### config.mk
export PLATFORM = sky130hd
export DESIGN_NAME = mem_responder
export DESIGN_NICKNAME = d
export VERILOG_FILES = /design/src/rtl/mem_resp_pkg.sv /design/src/rtl/mem_responder_sat_counter.sv /design/src/rtl/mem_responder.sv
export SDC_FILE = /design/constraint.sdc
export NUM_CORES = 1
export LEC_CHECK = 0
export ABC_AREA = 1
export CORE_MARGIN = 5
export CORE_UTILIZATION = 30
export DETAILED_ROUTE_END_ITERATION = 10
export PLACE_DENSITY = 0.45
export SETUP_SLACK_MARGIN = 0.5
export SLEW_MARGIN = 20
export SYNTH_ARGS = -nofsm -noshare
export SYNTH_HDL_FRONTEND = slang
export SYNTH_SLANG_ARGS = --single-unit
### constraint.sdc
create_clock -name i_clk -period 5.6 [get_ports i_clk]
set_input_delay 1.12 -clock i_clk [delete_from_list [all_inputs] [get_ports i_clk]]
set_output_delay 1.12 -clock i_clk [all_outputs]
set_load 0.03 [all_outputs]
### src/rtl/mem_resp_pkg.sv
// -----------------------------------------------------------------------------
// mem_resp_pkg
// Shared definitions for the mem_responder register-file target:
//   - mem_resp_state_t : responder FSM state encoding (IDLE, WAIT, RESP)
//   - MEM_RESP_CNT_W   : width of the access statistics counters
//   - MEM_RESP_CNT_MAX : value at which the statistics counters saturate
// -----------------------------------------------------------------------------
package mem_resp_pkg;

  typedef enum logic [1:0] {
    IDLE = 2'd0,
    WAIT = 2'd1,
    RESP = 2'd2
  } mem_resp_state_t;

  localparam int MEM_RESP_CNT_W = 16;

  localparam logic [MEM_RESP_CNT_W-1:0] MEM_RESP_CNT_MAX = 16'hFFFF;

endpackage

### src/rtl/mem_responder_sat_counter.sv
// -----------------------------------------------------------------------------
// sat_counter
// Up-counter that sticks at MAX instead of wrapping.
// Parameters:
//   W   : counter width
//   MAX : saturation value
// Ports:
//   i_clk   : clock, rising edge
//   i_rst   : synchronous active-high reset, clears the count
//   i_inc   : increment request for this cycle
//   o_count : registered count value
// -----------------------------------------------------------------------------
module sat_counter
  import mem_resp_pkg::*;
#(
  parameter int            W   = MEM_RESP_CNT_W,
  parameter logic [W-1:0]  MAX = {W{1'b1}}
) (
  input  logic         i_clk,
  input  logic         i_rst,
  input  logic         i_inc,
  output logic [W-1:0] o_count
);

  logic [W-1:0] r_count;

  // Count register: clear on reset, step on i_inc until MAX is reached.
  always_ff @(posedge i_clk) begin
    if (i_rst) begin
      r_count <= {W{1'b0}};
    end else if (i_inc && (r_count != MAX)) begin
      r_count <= r_count + {{(W-1){1'b0}}, 1'b1};
    end else begin
      r_count <= r_count;
    end
  end

  assign o_count = r_count;

endmodule

### src/rtl/mem_responder.sv
// -----------------------------------------------------------------------------
// mem_responder
// Single-port register-file responder for the en/wr/addr access interface.
// One request is latched at a time; after WAIT_CYCLES extra cycles the write
// or read is performed and a one-cycle o_done pulse reports completion.
// Completed writes and reads are tallied in saturating counters.
//
// Optional feature macro: MEM_RESP_ERR_EN
//   defined   : an accepted address >= DEPTH completes with o_err=1
//   undefined : o_err is tied low
//   In both builds out-of-range writes are dropped, out-of-range reads
//   return zero, and the counters still increment.
//
// Parameters:
//   AW, DW       : address / data width
//   DEPTH        : implemented words (1..2**AW)
//   WAIT_CYCLES  : extra cycles between accept and completion (0..15)
// Ports:
//   i_clk        : clock, rising edge
//   i_rst        : synchronous active-high reset
//   i_en         : request valid
//   i_wr         : 1 = write, 0 = read
//   i_addr       : word address
//   i_wdata      : write data
//   o_ready      : idle and able to accept
//   o_done       : one-cycle completion pulse
//   o_rdata      : read data, valid with o_done for reads
//   o_err        : out-of-range flag, valid with o_done
//   o_wr_count   : completed writes (saturating)
//   o_rd_count   : completed reads (saturating)
// -----------------------------------------------------------------------------
module mem_responder
  import mem_resp_pkg::*;
#(
  parameter int AW          = 6,
  parameter int DW          = 8,
  parameter int DEPTH       = 48,
  parameter int WAIT_CYCLES = 2
) (
  input  logic                      i_clk,
  input  logic                      i_rst,
  input  logic                      i_en,
  input  logic                      i_wr,
  input  logic [AW-1:0]             i_addr,
  input  logic [DW-1:0]             i_wdata,
  output logic                      o_ready,
  output logic                      o_done,
  output logic [DW-1:0]             o_rdata,
  output logic                      o_err,
  output logic [MEM_RESP_CNT_W-1:0] o_wr_count,
  output logic [MEM_RESP_CNT_W-1:0] o_rd_count
);

  mem_resp_state_t r_state;
  logic [3:0]      r_wait_cnt;
  logic            r_wr;
  logic [AW-1:0]   r_addr;
  logic [DW-1:0]   r_wdata;
  logic            r_ready;
  logic            r_done;
  logic            r_err;
  logic [DW-1:0]   r_rdata;
  logic [DW-1:0]   r_mem [DEPTH];

  logic w_in_range;
  logic w_resp;
  logic w_wr_inc;
  logic w_rd_inc;

  // Extra leading zero keeps the compare valid when DEPTH == 2**AW.
  assign w_in_range = ({1'b0, r_addr} < (AW+1)'(DEPTH));
  assign w_resp     = (r_state == RESP);
  assign w_wr_inc   = w_resp & r_wr;
  assign w_rd_inc   = w_resp & ~r_wr;

  // Request FSM: accept, count down the wait, then complete with registered outputs.
  always_ff @(posedge i_clk) begin
    if (i_rst) begin
      r_state    <= IDLE;
      r_wait_cnt <= 4'd0;
      r_wr       <= 1'b0;
      r_addr     <= {AW{1'b0}};
      r_wdata    <= {DW{1'b0}};
      r_ready    <= 1'b1;
      r_done     <= 1'b0;
      r_err      <= 1'b0;
      r_rdata    <= {DW{1'b0}};
    end else begin
      r_done <= 1'b0;
      r_err  <= 1'b0;
      case (r_state)
        IDLE: begin
          if (i_en) begin
            r_wr    <= i_wr;
            r_addr  <= i_addr;
            r_wdata <= i_wdata;
            r_ready <= 1'b0;
            if (WAIT_CYCLES == 0) begin
              r_state <= RESP;
            end else begin
              r_state    <= WAIT;
              r_wait_cnt <= 4'(WAIT_CYCLES - 1);
            end
          end else begin
            r_ready <= 1'b1;
          end
        end
        WAIT: begin
          if (r_wait_cnt == 4'd0) begin
            r_state <= RESP;
          end else begin
            r_wait_cnt <= r_wait_cnt - 4'd1;
          end
        end
        RESP: begin
          // ready returns together with done so a new request can be
          // accepted on the very next edge.
          r_done  <= 1'b1;
          r_ready <= 1'b1;
          r_state <= IDLE;
`ifdef MEM_RESP_ERR_EN
          r_err <= ~w_in_range;
`else
          r_err <= 1'b0;
`endif
          if (!r_wr) begin
            r_rdata <= w_in_range ? r_mem[r_addr] : {DW{1'b0}};
          end else begin
            r_rdata <= r_rdata;
          end
        end
        default: begin
          r_state <= IDLE;
          r_ready <= 1'b1;
        end
      endcase
    end
  end

  // Storage write port; contents are intentionally not reset.
  always_ff @(posedge i_clk) begin
    if (!i_rst && w_wr_inc && w_in_range) begin
      r_mem[r_addr] <= r_wdata;
    end
  end

  sat_counter #(
    .W   (MEM_RESP_CNT_W),
    .MAX (MEM_RESP_CNT_MAX)
  ) u_wr_count (
    .i_clk   (i_clk),
    .i_rst   (i_rst),
    .i_inc   (w_wr_inc),
    .o_count (o_wr_count)
  );

  sat_counter #(
    .W   (MEM_RESP_CNT_W),
    .MAX (MEM_RESP_CNT_MAX)
  ) u_rd_count (
    .i_clk   (i_clk),
    .i_rst   (i_rst),
    .i_inc   (w_rd_inc),
    .o_count (o_rd_count)
  );

  assign o_ready = r_ready;
  assign o_done  = r_done;
  assign o_rdata = r_rdata;
  assign o_err   = r_err;

endmodule

==> flow_summary.toml <==
# physical design summary
[outcome]
status = "complete, no violations"

[clock_tree]
numCtsBuffers = 50
cts_tree = "yes"
cts_sinks = 453
clock_path_buffers = 3
cts.htree.levels = 2
clk_latency_ps = 600
cts_resized = 0

[routing]
viasPerCell = 4.753
drt-initial-drc-count = 1038
drt-pass1-iter-count = 5
drt_wl_total_um = 53180
vias = 12549
ant_nets = 0

[timing]
whs_ps = 483.4
max_freq_ghz = 0.2977
setup-violations-final = 0
tns_ps = 0
hold_viol = 0
rsz0062_at_grt = "false"
worst_pin_slew_ps = 947.0
fin_crit_sh = 0.5998
fin_crit_ps = 3359
setup_slack_ps = 2241
clock_skew_ps = 21.82

[place]
dp_hpwl_um = 32290
portBuffers = 59
gp_congestion = 0.8354

[run]
max_cap_viol_count = 0

[critical_path]
crit_top_cell = "nor2_1"
cp_max_fo = 8
slowest_stage = "nor2_1"
crit_required_ps = 5830
worstSetupStartpointType = "input pin"
worstRegToRegCells = 12
worstPathArrival_ps = 3590
crit_cells = 6
critical_path_class = "input pin to register"
end_kind = "register"
max_stage_delay_ps = 770

[global_routing]
grt_max_degree = 83
grt_pass1_vias = 12710
grt_pass1_wl_um = 79910
antenna_found_initial = 0

[worst_hold_path]
worstHoldPathType = "register to register"
hold_path.startpoint = "o_rdata[0]$_SDFFE_PP0P_"
holdPathEnd = "o_rdata[0]$_SDFFE_PP0P_"

[synthesis]
postSynth.asyncResetShare = 0
postSynthAreaPerCell_um2 = 10.86
mappedNetlistArea_um2 = 18720
synthesis.nets = 1745
synthFlopType = "edfxtp_1"
ys_seq_frac = 0.6899
yosys_cells = 1723
ys.flops = 453
yosysChipArea_um2 = 18720
synth-warning-count = 0
synth-edff-count = 384
yosysUniqueCellTypes = 40
synthesis.instances = 1723

[pwr]
p_per_area_nw_per_um2 = 371.5
p_leak_uw = 0.007423
ir_drop_v = 0.0002415

[final_layout]
num-nets-final = 1783
diodes = 0
lay_top_count = "edfxtp_1"
drive_gt1_frac = 0.07155
final_area_um2 = 21740
mostFrequentLayoutCells = "edfxtp_1 (384), nand2_1 (307), nor2_1 (278)"

[floorplan]
fp_util = 0.3033
fp.dieW_um = 259.8
fp.dieH_um = 259.8
dieArea_um2 = 67480
core-area_um2 = 61710
ios = 61
rows = 91
-- Yosys cell counts, drive strengths merged (2+ instances only) --
library cell | n | area (um2)
nor4 | 3 | 25.02
ha | 4 | 50.05
clkbuf | 28 | 105.1
clkinv | 2 | 7.510
nand3 | 240 | 1201
o21ai | 132 | 660.6
nor3 | 18 | 90.09
buf | 63 | 454.2
xnor2 | 2 | 17.52
o211ai | 25 | 187.7
dfxtp | 69 | 1381
edfxtp | 384 | 11530
nand2 | 312 | 1189
nor2 | 282 | 1069
nor3b | 2 | 15.01
inv | 94 | 355.3
a21oi | 48 | 266.5
xor2 | 6 | 52.55
-- metrics by stage --
stage                     instances  power, uW
after global placement         2546       4610
after global routing           2640       8396
after CTS                      2640       8171
after floorplan                1723       4320
after detailed placement       2546       4610
final                          2640       8076
-- worst max path at each step --
stage,startpoint,endpoint,slack (ps)
after floorplan,i_rst,r_mem[10][0]$_DFFE_PP_,2970
after global placement,i_rst,r_mem[10][4]$_DFFE_PP_,1610
after detailed placement,i_rst,r_mem[10][1]$_DFFE_PP_,1620
after CTS,i_rst,r_mem[18][0]$_DFFE_PP_,2260
after global routing,i_rst,r_mem[18][0]$_DFFE_PP_,2160
final,i_rst,r_mem[10][7]$_DFFE_PP_,2240
-- worst min-delay path, delay by kind of cell, from the launching register on --
kind | cells | cell delay (ps)
AND-OR/OR-AND | 1 | 50
flip-flops | 1 | 310
AND/OR/NAND/NOR | 1 | 80
-- state kept, by name, summed over array words and instances, names as in the netlist, named ones only --
name,flops
o_rdata,8
u_wr_count.o_count,16
r_addr,6
r_state,2
r_mem,384
r_wdata,8
r_wait_cnt,4
u_rd_count.o_count,16
o_ready,1
r_wr,1
o_done,1
-- cell families after synthesis --
family | synth area share
and+or+nand+nor | 0.1931
DFF | 0.6899
AOI/OAI and AO/OA | 0.06104
buffers and inverters | 0.04927
xor gates and xnor gates | 0.003744
adders and majority gates | 0.002674
other | 0.0002004
-- layer usage --
layer,up-vias,part of all wire,GRT usage
met5,-,0,0
met4,0,0.020,0.03890
met3,60,0.047,0.02515
met2,306,0.48,0.2593
met1,6146,0.45,0.2137
li1,6037,-,-
-- layout make-up --
type | instances | area [um2]
Clock inverter | 39 | 513.0
Clock buffer | 55 | 1270
Timing Repair Buffer | 77 | 725.7
Inverter | 96 | 364.1
Fill cell | 6220 | 39970
Tap cell | 837 | 1047
Sequential cell | 453 | 12940
Multi-Input combinational cell | 1083 | 4881
-- power by group --
group          switching, uW  internal [uW]
Clock                   1390           2160
Combinational            506            186
Sequential               108           3730
Total                   2010           6070
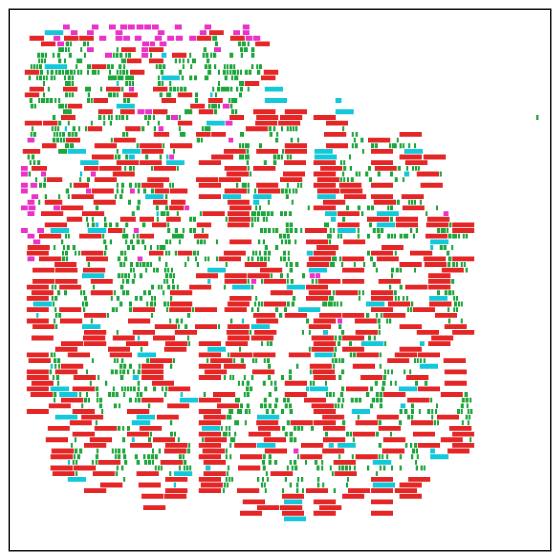
**Above:** cell classes on the final placement.
Key: remaining buffers and delay cells = magenta [cells 77, share of their area 3.5%]; sequential cells = red [cells 453, share of their area 63%]; clock drivers and dummy loads = cyan [cells 94, share of their area 8.6%]; combinational and other logic = green [cells 1179, share of their area 25%]

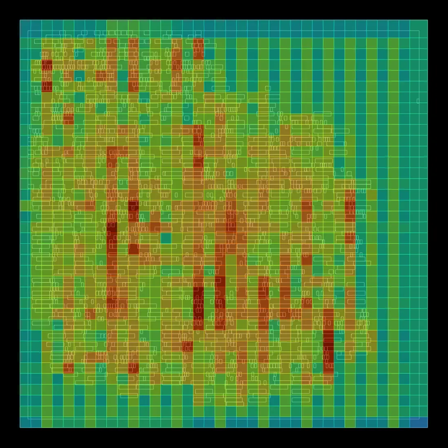
**Above:** congestion heat map.
GR Util met2: 0.2593
global-route usage over all layers: 0.1556
final core utilization: 0.3522
Wirelength per Cell: 20.14 um
GRT busiest layer: met2

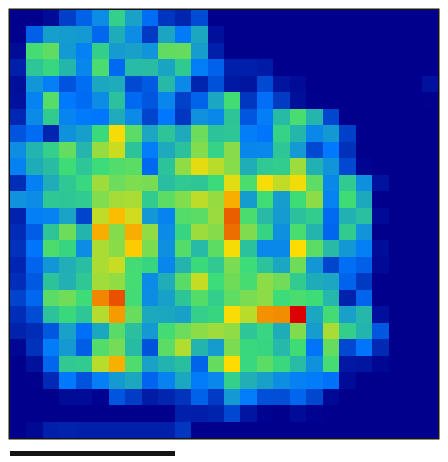
**Above:** signal metal coverage by tile.
Scale bar: 100 um. The die is cut into 26 by 26 equal tiles; dark blue is low, red is high, scaled to the fullest tile. Values are wire area over tile area, all layers added.
28% of the tiles are nearly empty. The emptiest ninth of the die: north-east. The fullest tile reaches 0.46.

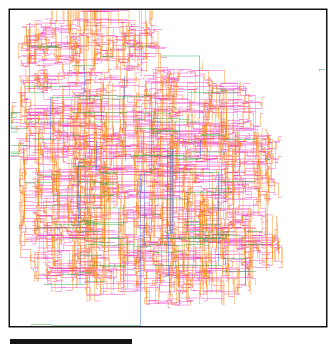
**Above:** metal layers overlaid.
Scale bar: 100 um.
Key: metal 1 = magenta [wire length 24.1 mm]; metal 2 = orange [wire length 25.5 mm]; metal 4 = blue [wire length 1080 um]; metal 3 = green [wire length 2500 um]

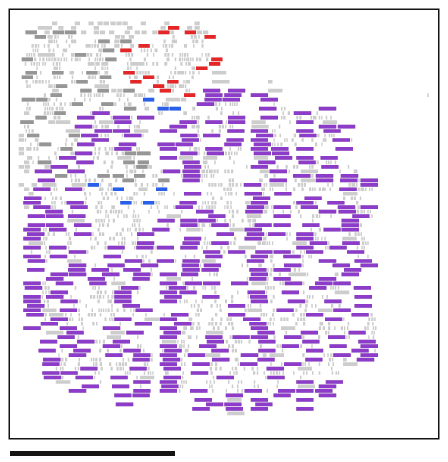
**Above:** sequential cells colored by netlist name.
Scale bar: 100 um. Other sequential cells in the stronger gray, the rest of the logic in the fainter gray.
Key: r_mem = purple [placed flops 384]; o_rdata = blue [placed flops 8]; u_rd_count.o_count = red [placed flops 16]
Another 45 sequential cells are not colored.

No activity file was given, so power comes from the tool's default toggle rates.
